File: config.mk
export PLATFORM = sky130hd
export DESIGN_NAME = cordic_vectoring_engine
export DESIGN_NICKNAME = d
export VERILOG_FILES = /design/src/rtl/cordic_pkg.sv /design/src/rtl/cordic_atan_rom.sv /design/src/rtl/cordic_vectoring_engine.sv
export SDC_FILE = /design/constraint.sdc
export NUM_CORES = 1
export LEC_CHECK = 0
export CELL_PAD_IN_SITES_DETAIL_PLACEMENT = 0
export CELL_PAD_IN_SITES_GLOBAL_PLACEMENT = 1
export CORE_UTILIZATION = 46
export CTS_CLUSTER_SIZE = 28
export DETAILED_ROUTE_END_ITERATION = 12
export HOLD_SLACK_MARGIN = 0.08
export PLACE_DENSITY_LB_ADDON = 0.1
export SLEW_MARGIN = 25
export SYNTH_ARGS = -nofsm -noshare
export SYNTH_HDL_FRONTEND = slang
export SYNTH_HIERARCHICAL = 1
export SYNTH_SLANG_ARGS = --single-unit
File: constraint.sdc
create_clock -name c_i -period 6.7 [get_ports c_i]
set_input_delay 1.34 -clock c_i [delete_from_list [all_inputs] [get_ports c_i]]
set_output_delay 1.34 -clock c_i [all_outputs]
set_load 0.02 [all_outputs]
File: src/rtl/cordic_pkg.sv
// Shared constants, atan table and FSM state type for the CORDIC rotation/vectoring engines.
// Fixed-point format is signed Q8.24 throughout.
package cordic_pkg;

  localparam int unsigned DATA_W = 32;
  localparam int unsigned ACC_W  = 34;
  localparam int unsigned IDX_W  = 5;
  localparam int unsigned ATAN_N = 24;

  localparam logic signed [DATA_W-1:0] ONE     = 32'sd16777216;
  localparam logic signed [DATA_W-1:0] PI      = 32'sd52707179;
  localparam logic signed [DATA_W-1:0] HALF_PI = 32'sd26353589;

  // CORDIC gain after 24 micro-rotations, as a real and in Q8.24.
  localparam real                K_GAIN = 1.6467602581;
  localparam logic [DATA_W-1:0]  K_Q824 = 32'd27628053;

  // atan(2^-i) in Q8.24, round-to-nearest.
  localparam logic [DATA_W-1:0] ATAN_TABLE [ATAN_N] = '{
    32'd13176795, 32'd7778716, 32'd4110060, 32'd2086331,
    32'd1047214,  32'd524117,  32'd262123,  32'd131069,
    32'd65536,    32'd32768,   32'd16384,   32'd8192,
    32'd4096,     32'd2048,    32'd1024,    32'd512,
    32'd256,      32'd128,     32'd64,      32'd32,
    32'd16,       32'd8,       32'd4,       32'd2
  };

  typedef enum logic [1:0] {
    ST_IDLE,
    ST_PRE,
    ST_ITER,
    ST_OUT
  } state_e;

endpackage

File: src/rtl/cordic_atan_rom.sv
// Combinational atan(2^-i) lookup; indices beyond the table return zero.
module cordic_atan_rom
  import cordic_pkg::*;
(
  input  logic [IDX_W-1:0]  idx_i,
  output logic [DATA_W-1:0] atan_c_o
);

  always_comb begin
    atan_c_o = '0;
    if (32'(idx_i) < ATAN_N) begin
      atan_c_o = ATAN_TABLE[idx_i];
    end
  end

endmodule

File: src/rtl/cordic_vectoring_engine.sv
// Iterative CORDIC vectoring engine: (X, Y) -> (K*|v|, atan2(Y, X)) in Q8.24,
// one micro-rotation per enabled clock.
module cordic_vectoring_engine
  import cordic_pkg::*;
#(
  parameter int unsigned ITER = 24
) (
  input  logic                     c_i,
  input  logic                     r_i,
  input  logic                     ce_i,
  input  logic                     start_i,
  input  logic signed [DATA_W-1:0] x_i,
  input  logic signed [DATA_W-1:0] y_i,
  output logic                     busy_o,
  output logic                     done_o,
  output logic        [DATA_W-1:0] mag_o,
  output logic signed [DATA_W-1:0] ang_o
);

  localparam logic [IDX_W-1:0]        LAST_IDX = IDX_W'(ITER - 1);
  localparam logic signed [ACC_W-1:0] MAG_MAX  = ACC_W'(32'h7FFF_FFFF);

  state_e                     state_q, state_d;
  logic signed [ACC_W-1:0]    x_q, x_d;
  logic signed [ACC_W-1:0]    y_q, y_d;
  logic signed [DATA_W-1:0]   z_q, z_d;
  logic        [IDX_W-1:0]    i_q, i_d;
  logic                       zero_q, zero_d;
  logic                       busy_q, busy_d;
  logic                       done_q, done_d;
  logic        [DATA_W-1:0]   mag_q, mag_d;
  logic signed [DATA_W-1:0]   ang_q, ang_d;

  logic        [DATA_W-1:0]   atan_c;
  logic signed [DATA_W-1:0]   atan_s;
  logic signed [ACC_W-1:0]    x_sh;
  logic signed [ACC_W-1:0]    y_sh;

  cordic_atan_rom u_atan_rom (
    .idx_i    (i_q),
    .atan_c_o (atan_c)
  );

  assign atan_s = $signed(atan_c);
  assign x_sh   = x_q >>> i_q;
  assign y_sh   = y_q >>> i_q;

  // Next-state and datapath; everything holds while ce_i is low.
  always_comb begin
    state_d = state_q;
    x_d     = x_q;
    y_d     = y_q;
    z_d     = z_q;
    i_d     = i_q;
    zero_d  = zero_q;
    busy_d  = busy_q;
    done_d  = done_q;
    mag_d   = mag_q;
    ang_d   = ang_q;

    if (ce_i) begin
      done_d = 1'b0;
      case (state_q)
        ST_IDLE: begin
          if (start_i) begin
            x_d     = ACC_W'(x_i);
            y_d     = ACC_W'(y_i);
            zero_d  = (x_i == '0) && (y_i == '0);
            busy_d  = 1'b1;
            state_d = ST_PRE;
          end
        end

        // Fold left half-plane vectors into the right half-plane by +/-90 deg.
        ST_PRE: begin
          z_d = '0;
          if (x_q[ACC_W-1]) begin
            if (!y_q[ACC_W-1]) begin
              x_d = y_q;
              y_d = -x_q;
              z_d = HALF_PI;
            end else begin
              x_d = -y_q;
              y_d = x_q;
              z_d = -HALF_PI;
            end
          end
          i_d     = '0;
          state_d = ST_ITER;
        end

        ST_ITER: begin
          if (!y_q[ACC_W-1]) begin
            x_d = x_q + y_sh;
            y_d = y_q - x_sh;
            z_d = z_q + atan_s;
          end else begin
            x_d = x_q - y_sh;
            y_d = y_q + x_sh;
            z_d = z_q - atan_s;
          end
          if (i_q == LAST_IDX) begin
            state_d = ST_OUT;
          end else begin
            i_d = i_q + IDX_W'(1);
          end
        end

        ST_OUT: begin
          if (zero_q) begin
            mag_d = '0;
            ang_d = '0;
          end else begin
            if (x_q[ACC_W-1]) begin
              mag_d = '0;
            end else if (x_q > MAG_MAX) begin
              mag_d = 32'h7FFF_FFFF;
            end else begin
              mag_d = x_q[DATA_W-1:0];
            end
            ang_d = z_q;
          end
          done_d  = 1'b1;
          busy_d  = 1'b0;
          state_d = ST_IDLE;
        end

        default: begin
          state_d = ST_IDLE;
          busy_d  = 1'b0;
        end
      endcase
    end
  end

  always_ff @(posedge c_i) begin
    if (r_i) begin
      state_q <= ST_IDLE;
      x_q     <= '0;
      y_q     <= '0;
      z_q     <= '0;
      i_q     <= '0;
      zero_q  <= 1'b0;
      busy_q  <= 1'b0;
      done_q  <= 1'b0;
      mag_q   <= '0;
      ang_q   <= '0;
    end else begin
      state_q <= state_d;
      x_q     <= x_d;
      y_q     <= y_d;
      z_q     <= z_d;
      i_q     <= i_d;
      zero_q  <= zero_d;
      busy_q  <= busy_d;
      done_q  <= done_d;
      mag_q   <= mag_d;
      ang_q   <= ang_d;
    end
  end

  assign busy_o = busy_q;
  assign done_o = done_q;
  assign mag_o  = mag_q;
  assign ang_o  = ang_q;

endmodule
### Routing congestion

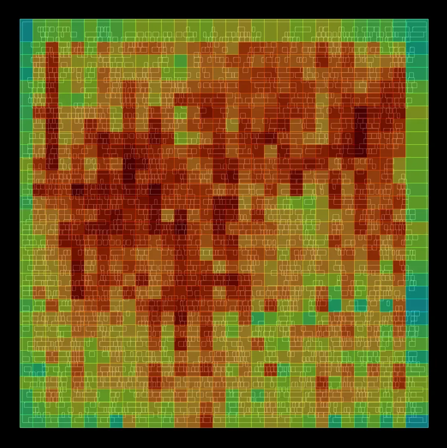
met1 usage: 57.8%
Final Core Density: 52.6%
met2 GRT Util: 58.6%
routed len/inst: 29.3 um
Total GRT Usage: 42.1%

### Cells by drive strength

Scale bar: 50 um.
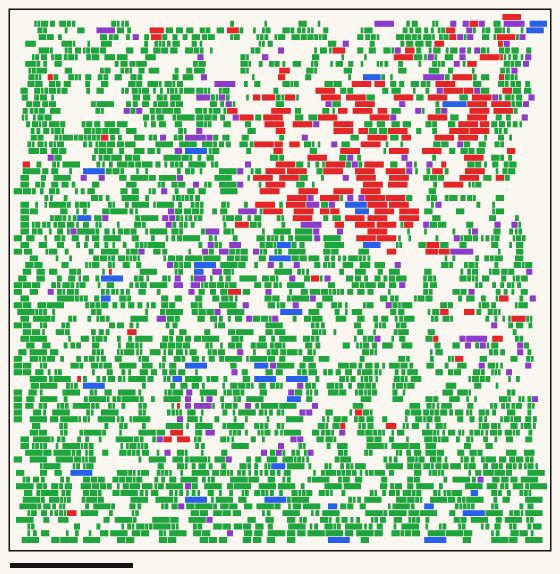
Key: _6 and larger = blue [cells 34, share 1.2%]; _2 cells = red [cells 155, share 5.3%]; _0 and _1 cells = green [cells 2,543, share 88%]; _3 and _4 cells = purple [cells 169, share 5.8%]
final instance area: 24,500 um^2
Non-clk bufs: 282
area delta synth->final: 12.9%
Final WS setup: 272 ps

==> results.json <==
{
  "status": "finished clean",
  "ys_types": 116,
  "drc": 0,
  "vias": 24385,
  "crit_chain": "buf_4 -> mux4_2 -> mux2i_1 -> o21ai_0 -> nor2_1 -> ha_1 -> inv_1 -> nor2_1 -> buf_4 -> a31oi_1 -> xor2_1 -> ha_1 -> a21oi_1 -> o21ai_0 -> a211o_1 -> o21ai_0 -> a21oi_1 -> o31ai_1 -> o21ai_0 -> o41a_1 -> xnor3_1 -> o22ai_1",
  "p_comb_mw": 3.61,
  "reg2reg_depth": 22,
  "synth_flops": 174,
  "startpoint": "i_q[3]",
  "root_buffer": "clkbuf_16",
  "drv_slew": 0,
  "worst-path-stages": 22,
  "fin_crit_ps": 6430,
  "cts.sinks": 174,
  "comb_power_share_pct": 60.1,
  "tns_ps": 0,
  "place.gp.congestion": 1.03,
  "crit_top_cell": "o21ai_0",
  "hp-class": "flip-flop to flip-flop",
  "top_layer": "met5",
  "lay_top_cells": "nor2_1, a21oi_1, nand2_1, o21ai_0, dfxtp_1",
  "clk-power_mw": 1.07,
  "ant_nets": 0,
  "p_switching_mw": 3.00,
  "n_antenna_cell": 0,
  "final.setup_skew_ps": 15.6,
  "drt_iter0_drc": 3468,
  "die_w_um": 219,
  "cts_buffers": 17,
  "synth-edff-count": 0,
  "critPathSlowestCell": "dfxtp_2",
  "antenna_found_initial": 1,
  "clk-insertion-delay-late_ps": 500,
  "cp-end-kind": "flip-flop",
  "cts_max_level": 4,
  "hold_violations": 0,
  "fp-utilization_pct": 46.6,
  "crit_fanout": 35,
  "dp.cells": 3475,
  "seqPwrFrac_pct": 22.0,
  "wl_met2_mm": 41.0,
  "critPathCapture": "x_q[33]",
  "seq_area_frac_synth_pct": 16.1,
  "ir_worst_vdd_uv": 191,
  "regToRegSetupSlack_ps": 270,
  "ys_warn_count": 6,
  "worst_ep_arrival_time_ps": 6800,
  "grt_pass1_wl_mm": 148,
  "cts_tree": "yes",
  "post_dp_cell_area_um2": 23800,
  "tightest_slew_ps": 1090,
  "slew_headroom_pct": 27.4,
  "crit_type": "flip-flop to flip-flop",
  "power_leakage_nw": 9.44,
  "globalRoute.totalOverflow": 0,
  "startpoint_type": "flip-flop",
  "pg_seq_mw": 1.32,
  "globalRoute.busiestLayer": "met2",
  "synth_stat.cells": 2827,
  "place_hpwl_mm": 77.6,
  "tool_warnings": 38,
  "clockBufferDepth": 2,
  "layout.nets": 3074,
  "wl_met1_mm": 41.5,
  "timing.rr.start": "i_q[3]",
  "hold_depth": 2,
  "maxPowerGroup": "combinational logic",
  "grt_pass1_vias": 22182,
  "whs_endpoint": "mag_o[26]",
  "portBuffers": 133,
  "wirelength_mm": 103,
  "drive_gt1_share_pct": 12.3,
  "crit_family": "AND-OR/OR-AND gates",
  "ios": 134,
  "drt_pass1_iterations": 6,
  "syn_inst": 2827,
  "slowest_delay_ps": 510,
  "clkSlewWorstSetupHoldPaths_ps": 90,
  "setup_viol": 0,
  "syn_area_per_cell_um2": 7.67,
  "ctsHoldBuffers": 0,
  "power.share.clock_pct": 17.9,
  "crit_buf_inv": 3,
  "die_y_um": 219,
  "synthArstFlopShare_pct": 0,
  "fin_crit_sh_pct": 95.9,
  "die_area_um2": 48000,
  "met3_length_mm": 14.0,
  "fmax_mhz": 156,
  "ys.flop_type": "dfxtp_1",
  "r2r_end": "x_q[33]",
  "p_int_mw": 3.00,
  "yosys-stat-area_um2": 21700,
  "report.power.total_mw": 6.00,
  "cp.required_ps": 7070,
  "post-place-ws_ps": 241,
  "p_per_area_nw_per_um2": 245,
  "met3_usage_pct": 12.9,
  "netlist_area_um2": 21700,
  "vias_per_cell": 6.95,
  "whs_ps": 457,
  "min_from": "mag_o[26]",
  "drv_cap": 0,
  "swShare_pct": 50.0,
  "rsz0062_at_grt": "false",
  "grt_max_degree": 112
}
### Cells colored by class

Scale bar: 50 um.
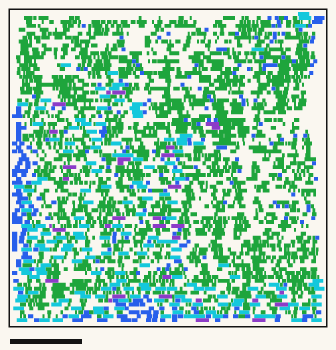
Key: sequential cells = cyan [cells 174]; clock drivers and dummy loads = purple [cells 32]; remaining buffers and delay cells = blue [cells 282]; combinational and other logic = green [cells 2,413]
core area: 46,600 um^2
row count: 79
flop share of the area: 14.3%

### Gate families picked out

Scale bar: 50 um.
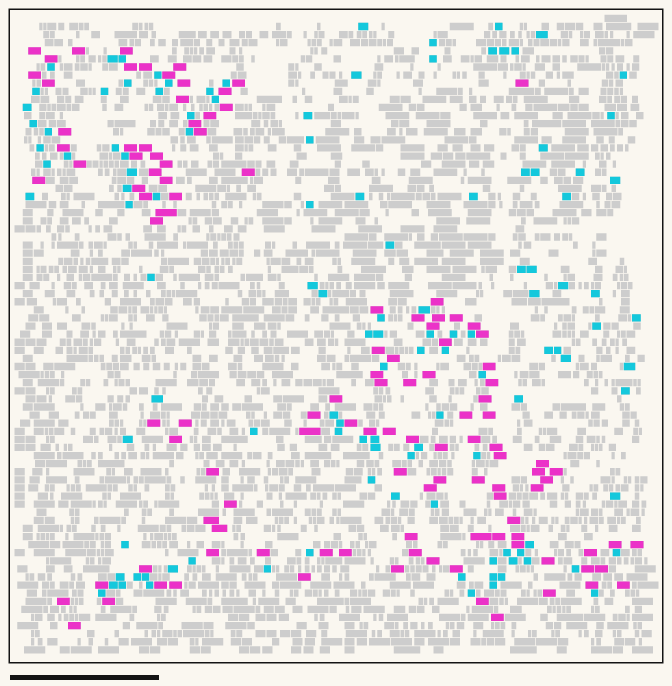
Key: fa/ha/maj cells = magenta [cells 118, where widely spread]; non-inverting ao/oa cells = cyan [cells 120, where widely spread]
fraction of area in multi-input gates: 68.8%
final std cells w/o fill: 3,508
Top cell excl fill/tap: nor2_1

-- area by class of cell --
cell class	instances	area, um^2
Sequential cell	174	3500
Fill cell	4541	22100
Clock buffer	17	425
Tap cell	607	759
Timing Repair Buffer	282	2520
Multi-Input combinational cell	2348	16800
Inverter	65	244
Clock inverter	15	184
-- registers in the layout (all words and copies together) (netlist names) --
register,count
y_q,34
i_q,5
busy_o,1
ang_o,32
done_o,1
z_q,32
mag_o,32
x_q,34
state_q,2
zero_q,1
-- repair_timing --
action                     4_1_cts  5_1_grt
setup endpoints to repair        0       14
gates resized                    0        2
setup buffers                    0        1
-- worst register-to-register path: stages (launching register included) --
cell and delay, ps:
dfxtp_2 510, buf_4 440, mux4_2 400, mux2i_1 450, o21ai_0 150, nor2_1 400, ha_1 330, inv_1 80
nor2_1 200, buf_4 180, a31oi_1 90, xor2_1 330, ha_1 360, a21oi_1 160, o21ai_0 170, a211o_1 310
o21ai_0 340, a21oi_1 180, o31ai_1 380, o21ai_0 190, o41a_1 360, xnor3_1 220, o22ai_1 70
-- kinds of logic after synthesis --
logic type / Yosys count / synth area share [%]
compound gates: 920 / 27.6
simple gates: 909 / 20.7
buf+inv: 312 / 6.65
xor+xnor: 232 / 9.47
flops: 174 / 16.1
mux: 161 / 12.6
fa+ha+maj: 118 / 6.92
other cells: 1 / 0.0173
-- cells in the mapped netlist (44+ instances only) --
master / count / area (um^2)
a221oi_1: 44 / 385
xor2_1: 79 / 692
a21o_1: 46 / 345
ha_1: 115 / 1440
dfxtp_1: 174 / 3480
nor3_1: 78 / 390
o21ai_0: 192 / 961
mux4_2: 85 / 1910
nand2_1: 207 / 777
xnor2_1: 151 / 1320
mux2i_1: 52 / 521
inv_1: 58 / 218
a21oi_1: 283 / 1420
clkbuf_1: 154 / 578
nor2_1: 315 / 1180
